--- config.mk ---
export PLATFORM = sky130hd
export DESIGN_NAME = regfile_wr_arbiter
export DESIGN_NICKNAME = d
export VERILOG_FILES = /design/src/rtl/regfile_wr_arbiter_pkg.sv /design/src/rtl/regfile_wr_arbiter_slot.sv /design/src/rtl/regfile_wr_arbiter.sv
export SDC_FILE = /design/constraint.sdc
export NUM_CORES = 1
export LEC_CHECK = 0
export ABC_AREA = 0
export CORE_MARGIN = 2
export CORE_UTILIZATION = 42
export CTS_CLUSTER_DIAMETER = 80
export CTS_CLUSTER_SIZE = 28
export DETAILED_ROUTE_END_ITERATION = 8
export DONT_BUFFER_PORTS = 1
export GPL_ROUTABILITY_DRIVEN = 0
export HOLD_SLACK_MARGIN = 0.03
export SYNTH_ARGS = -nofsm -noshare
export SYNTH_HDL_FRONTEND = slang
export SYNTH_SLANG_ARGS = --single-unit
--- constraint.sdc ---
create_clock -name clk -period 4 [get_ports clk]
set_clock_uncertainty 0.1 [all_clocks]
set_input_delay 0.6 -clock clk [delete_from_list [all_inputs] [get_ports clk]]
set_output_delay 0.6 -clock clk [all_outputs]
set_load 0.005 [all_outputs]
--- src/rtl/regfile_wr_arbiter_pkg.sv ---
// Shared definitions for the register-file write-port arbiter.
package regfile_wr_arbiter_pkg;

    localparam int unsigned DATA_W = 32;
    localparam int unsigned ADDR_W = 5;
    localparam int unsigned NREG   = 1 << ADDR_W;

    // Holding slot occupancy
    typedef enum logic {
        SLOT_EMPTY = 1'b0,
        SLOT_FULL  = 1'b1
    } slot_state_e;

    // Snapshot of one holding slot; age=1 marks the younger of two held entries
    typedef struct packed {
        logic [ADDR_W-1:0] addr;
        logic [DATA_W-1:0] data;
        logic              full;
        logic              age;
    } slot_t;

endpackage

--- src/rtl/regfile_wr_arbiter_slot.sv ---
// One-entry writeback holding slot with EMPTY/FULL state and relative age bit.
module wr_slot #(
    parameter int unsigned DATA_W = regfile_wr_arbiter_pkg::DATA_W,
    parameter int unsigned ADDR_W = regfile_wr_arbiter_pkg::ADDR_W
) (
    input  logic              clk,
    input  logic              rst,
    input  logic              load,
    input  logic [ADDR_W-1:0] load_addr,
    input  logic [DATA_W-1:0] load_data,
    input  logic              load_young,
    input  logic              other_load,
    input  logic              grant,
    output logic              full,
    output logic [ADDR_W-1:0] addr,
    output logic [DATA_W-1:0] data,
    output logic              young
);
    import regfile_wr_arbiter_pkg::*;

    slot_state_e       state_q, state_d;
    logic [ADDR_W-1:0] addr_q;
    logic [DATA_W-1:0] data_q;
    logic              young_q;

    // Next state: a grant drains the slot, a load (possibly same cycle) refills it
    always_comb begin
        state_d = state_q;
        if (grant) state_d = SLOT_EMPTY;
        if (load)  state_d = SLOT_FULL;
    end

    // State, payload and age registers
    always_ff @(posedge clk or posedge rst) begin
        if (rst) begin
            state_q <= SLOT_EMPTY;
            addr_q  <= '0;
            data_q  <= '0;
            young_q <= 1'b0;
        end else begin
            state_q <= state_d;
            if (load) begin
                addr_q  <= load_addr;
                data_q  <= load_data;
                young_q <= load_young;
            end else if (other_load) begin
                // Whatever we hold predates the entry arriving in the other slot
                young_q <= 1'b0;
            end
        end
    end

    assign full  = (state_q == SLOT_FULL);
    assign addr  = addr_q;
    assign data  = data_q;
    assign young = young_q;

endmodule

--- src/rtl/regfile_wr_arbiter.sv ---
// Two-requester arbiter for the register file write port (WE3/A3/WD3).
// Optional build macro: RR_ARB_EN selects round-robin between contested
// different-address slots; otherwise requester 0 has fixed priority.
module regfile_wr_arbiter #(
    parameter int unsigned DATA_W = regfile_wr_arbiter_pkg::DATA_W,
    parameter int unsigned ADDR_W = regfile_wr_arbiter_pkg::ADDR_W
) (
    input  logic                     clk,
    input  logic                     rst,
    input  logic                     req0_valid,
    input  logic [ADDR_W-1:0]        req0_addr,
    input  logic [DATA_W-1:0]        req0_data,
    output logic                     req0_ready,
    input  logic                     req1_valid,
    input  logic [ADDR_W-1:0]        req1_addr,
    input  logic [DATA_W-1:0]        req1_data,
    output logic                     req1_ready,
    output logic                     WE3,
    output logic [ADDR_W-1:0]        A3,
    output logic [DATA_W-1:0]        WD3,
    output logic [(1<<ADDR_W)-1:0]   pend_mask
);
    localparam int unsigned NREG = 1 << ADDR_W;

    logic              full0, full1, young0, young1;
    logic [ADDR_W-1:0] addr0, addr1;
    logic [DATA_W-1:0] data0, data1;
    logic              gnt0, gnt1, load0, load1;

    // Address-0 writes complete the handshake but never occupy a slot
    assign req0_ready = ~full0 | gnt0;
    assign req1_ready = ~full1 | gnt1;
    assign load0      = req0_valid & req0_ready & (req0_addr != '0);
    assign load1      = req1_valid & req1_ready & (req1_addr != '0);

    wr_slot #(.DATA_W(DATA_W), .ADDR_W(ADDR_W)) u_slot0 (
        .clk        (clk),
        .rst        (rst),
        .load       (load0),
        .load_addr  (req0_addr),
        .load_data  (req0_data),
        .load_young (full1 & ~gnt1),
        .other_load (load1),
        .grant      (gnt0),
        .full       (full0),
        .addr       (addr0),
        .data       (data0),
        .young      (young0)
    );

    // Slot 1 is younger on a simultaneous load with slot 0
    wr_slot #(.DATA_W(DATA_W), .ADDR_W(ADDR_W)) u_slot1 (
        .clk        (clk),
        .rst        (rst),
        .load       (load1),
        .load_addr  (req1_addr),
        .load_data  (req1_data),
        .load_young ((full0 & ~gnt0) | load0),
        .other_load (load0),
        .grant      (gnt1),
        .full       (full1),
        .addr       (addr1),
        .data       (data1),
        .young      (young1)
    );

`ifdef RR_ARB_EN
    logic rr_ptr_q;
    logic contested;

    assign contested = full0 & full1 & (addr0 != addr1);

    // Pointer moves to the loser, only on contested different-address grants
    always_ff @(posedge clk or posedge rst) begin
        if (rst) begin
            rr_ptr_q <= 1'b0;
        end else if (contested) begin
            rr_ptr_q <= gnt0;
        end
    end
`endif

    // Per-cycle grant among FULL slots
    always_comb begin
        gnt0 = 1'b0;
        gnt1 = 1'b0;
        if (full0 && full1) begin
            if (addr0 == addr1) begin
                // Same destination: oldest first keeps write ordering
                gnt0 = ~young0;
                gnt1 = young0;
            end else begin
`ifdef RR_ARB_EN
                gnt0 = ~rr_ptr_q;
                gnt1 = rr_ptr_q;
`else
                gnt0 = 1'b1;
`endif
            end
        end else begin
            gnt0 = full0;
            gnt1 = full1;
        end
    end

    // Registered write-port driver; address/data hold when idle
    always_ff @(posedge clk or posedge rst) begin
        if (rst) begin
            WE3 <= 1'b0;
            A3  <= '0;
            WD3 <= '0;
        end else begin
            WE3 <= gnt0 | gnt1;
            if (gnt0) begin
                A3  <= addr0;
                WD3 <= data0;
            end else if (gnt1) begin
                A3  <= addr1;
                WD3 <= data1;
            end
        end
    end

    // Registers with a write in flight, for read-hazard stalls
    always_comb begin
        pend_mask = '0;
        if (full0) pend_mask = pend_mask | (NREG'(1) << addr0);
        if (full1) pend_mask = pend_mask | (NREG'(1) << addr1);
        if (WE3)   pend_mask = pend_mask | (NREG'(1) << A3);
    end

    // young1 only matters through the relative ordering held in young0
    logic unused_young1;
    assign unused_young1 = young1;

endmodule

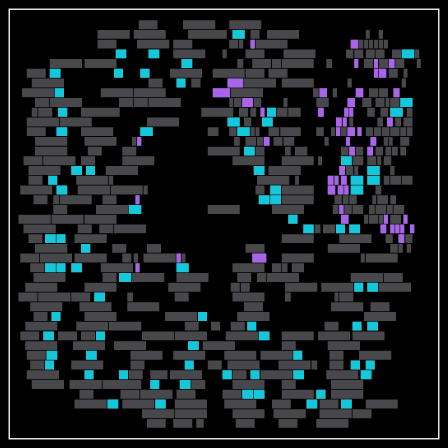
Fig. 1. Selected gate families.
Key: AND-OR and OR-AND gates = cyan [cells 80, most used a22o_1, where widely spread]; NOR gates = purple [cells 51, most used nor2_1]

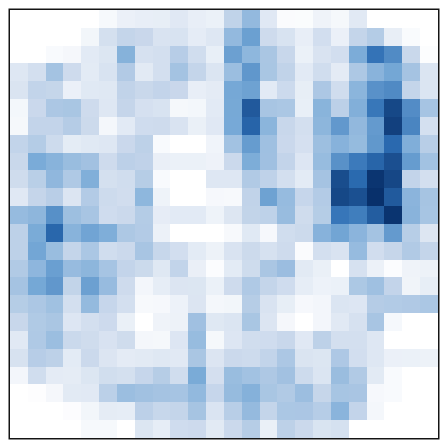
Fig. 2. Wiring heat map.
The die is cut into 24 by 24 equal tiles; white is low, dark blue is high, scaled to the fullest tile. Values are wire area over tile area, all layers added.
The mean over all tiles is 0.17. The densest ninth of the die: east. 9.0% of the tiles are over half the peak.

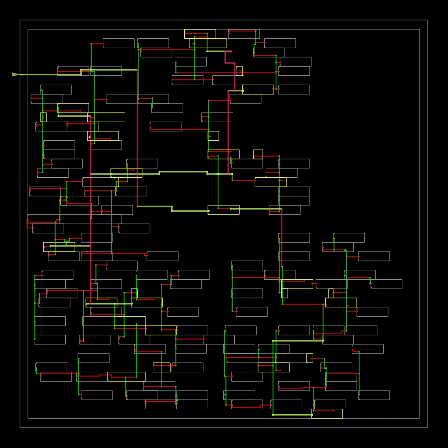
Fig. 3. Clock routing.
Flops: 115
clkbuf count: 20
clk sinks: 115

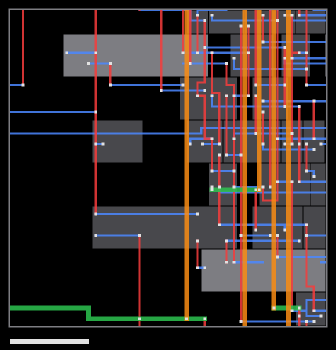
Fig. 4. Layout detail.
The bar under the picture is 5 um long. Region (50, 74) to (70, 94) um. Cells in gray, sequential cells in the stronger gray; small squares are vias.
Key: metal 4 = orange; metal 3 = green; metal 1 = blue; metal 2 = red
Most frequent: nand2_1 (3). Netlist names of flops here include u_slot0.young (1), u_slot1.addr (1). 22 logic cells have their middle in the window. Sequential cells in the window: 2.

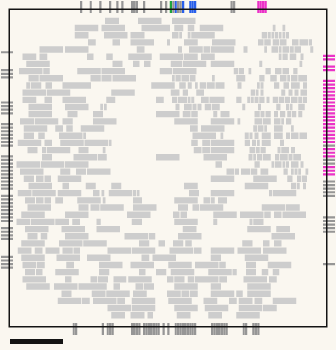
Fig. 5. Pin placement.
The bar under the picture is 20 um long. Pins as bars across the die edge, other pins in gray.
Key: req0_addr = blue [pins 5, direction input, edge north]; pend_mask = magenta [pins 32, direction output, edge 28 east, 4 north]; req1_ready = green [pins 1, direction output, edge north]
All pins by edge: 42 east, 41 west, 40 south, 27 north.

==> flow_summary_export.csv <==
group,metric,value,unit
global_routing,grt_pass1_vias,4055,
clock_network,path_clk_slew,0.05,ns
final_timing,hold_slack,0.143,ns
clock_network,numCtsBuffers,17,
final_timing,period_needed,3.17,ns
final_layout,area_share_nonclk_buffers,0.949,%
final_timing,fin_crit_sh,79.4,%
detailed_routing,viasPerCell,6.01,
die,die_y,120,um
setup_path,critPathLaunchType,"flop",
synthesis,mux_share,16.3,%
final_layout,flop_area,2880,sq um
setup_path,max_stage_delay,0.74,ns
detailed_routing,dr_total_vias,3959,
final_layout,logic_area,2550,sq um
setup_path,cp-endpoint,"pend_mask[0]",
final_layout,fin_area,6330,sq um
synthesis,ys_sh_aoi,17.6,%
clock_network,cts_tree,"yes",
setup_path,cp_common_cell,"nor3_1",
synthesis,ys.flop_type,"dfrtp_1",
final_layout,comb-cell-share,40.4,%
synthesis,common_cells,"dfrtp_1 (115), mux2_2 (37), nand2_1 (35)",
synthesis,yosysTopAreaCell,"dfrtp_1",
die,dieArea,14300,sq um
setup_path,arrival,2.47,ns
final_layout,layout.comb_gates.multi_input,321,
synthesis,synth.cell_area,5620,sq um
die,die_x,120,um
global_routing,grtUsageMet3,8.98,%
synthesis,edf_count,0,
setup_path,worstPathMaxFanout,15,
detailed_routing,wl_met1,5670,um
setup_path,worst_r2r_path_depth,6,
synthesis,yosysWarningCount,0,
synthesis,synthCells,478,
final_timing,fmax,0.315,GHz
die,pin_count,150,
run_status,status,"finished clean",
power,seq-power,1530,uW
final_timing,timing.slew.headroom,31.6,%
clock_network,htree_levels,4,
synthesis,yosys_area,5620,sq um
synthesis,ys_sh_adder,0,%
setup_path,crit_required,3.30,ns
die,initial_utilization,42.8,%
final_layout,final_cells,659,
global_routing,grtUsageMet2,32.3,%
power,intPower,2590,uW
setup_path,end_kind,"primary output",
synthesis,top_logic_kind,"AND-OR/OR-AND gates",
final_timing,fin_setup_tns,0,ns
synthesis,ys_sh_simple,10.2,%
synthesis,ys_top_cells_by_area,"dfrtp_1 (51%), mux2_4 (8.0%), mux2_2 (7.4%)",
setup_path,crit_slowest_cell,"dfrtp_1",
final_layout,largest_class,"registers",
place,dp.cells,627,
detailed_routing,drcViolationCount,0,
detailed_routing,routed_wl,14300,um
detailed_routing,ant_nets,0,
setup_path,setup.worst_path.start,"u_slot0.full$_DFFE_PP0P_",
final_layout,layout_top_cell,"dfrtp_1",
die,taps,176,
global_routing,grt_pass1_wl,22700,um
synthesis,yosys_cells,478,
final_layout,n_antenna_cell,1,
detailed_routing,routed.top_layer,"met4",
power,power.share.clock,41.9,%
final_layout,finish.utilization,48.2,%
final_timing,rsz0062_at_grt,"no",
global_routing,globalRouteTotalUtil,20.8,%
job,tool_warnings,26,
clock_network,clockRootBuffer,"clkbuf_16",
final_layout,final-clk-cell-share,9.22,%
power,powerClk,1490,uW
setup_path,path_cells,"inv_1, nor3_1, nand2b_1, nor3_1, a221o_1",
place,place_ws,1.08,ns
clock_network,cts.hold.buffers_added,0,
final_layout,seq_share,45.5,%
detailed_routing,wire_per_inst,21.7,um
job,maxCapViolCount,0,
power,p_comb_share,15.1,%
setup_path,critPathKind,"flop to primary output",
global_routing,use_met1,24.6,%
final_timing,tightest_slew,1.02,ns
final_layout,drive_above_1_share,23.4,%
setup_path,r2r_setup_slack,1.05,ns
place,dp_hpwl,9860,um
place,dpl_cell_area,5740,sq um
final_layout,num-nonclk-inverters,7,
setup_path,path_buffers,1,
detailed_routing,drt_iter0_drc,434,
global_routing,grt_busiest_layer,"met2",
power,seqPwrFrac,43.0,%
synthesis,synth.most_common_cell,"dfrtp_1",
clock_network,cts-root-to-sink-buffers,2,
setup_path,timing.rr.end,"u_slot1.data[26]$_DFFE_PP0P_",
final_timing,drv_slew,0,
power,powerComb,536,uW
clock_network,ctsResizeCount,0,
synthesis,floorplan.nets,556,
synthesis,synthArstFlopShare,100,%
detailed_routing,wl_met3,1400,um
power,powerDensity,561,nW/um^2
place,numPortBuffers,0,
global_routing,overflow,0,
power,sw_frac_of_total,26.9,%
die,coreArea,13100,sq um
power,p_switching,956,uW
clock_network,insertion_delay,0.41,ns
final_layout,buffers,8,
global_routing,grt_max_degree,71,
clock_network,post_cts_buffers,0,
final_timing,finalSetupViolations,0,
hold_path,hp-class,"primary input to async pin",
power,peakVddDrop,0.000329,V
synthesis,synth.top_cell.area_share,51.2,%
synthesis,syn_avg_cell_area,11.8,sq um
detailed_routing,drt_pass1_iterations,6,
final_layout,syn2layout_area_growth,12.5,%
synthesis,xor_area_share,0.912,%
Power is estimated from default activity; no workload was simulated.
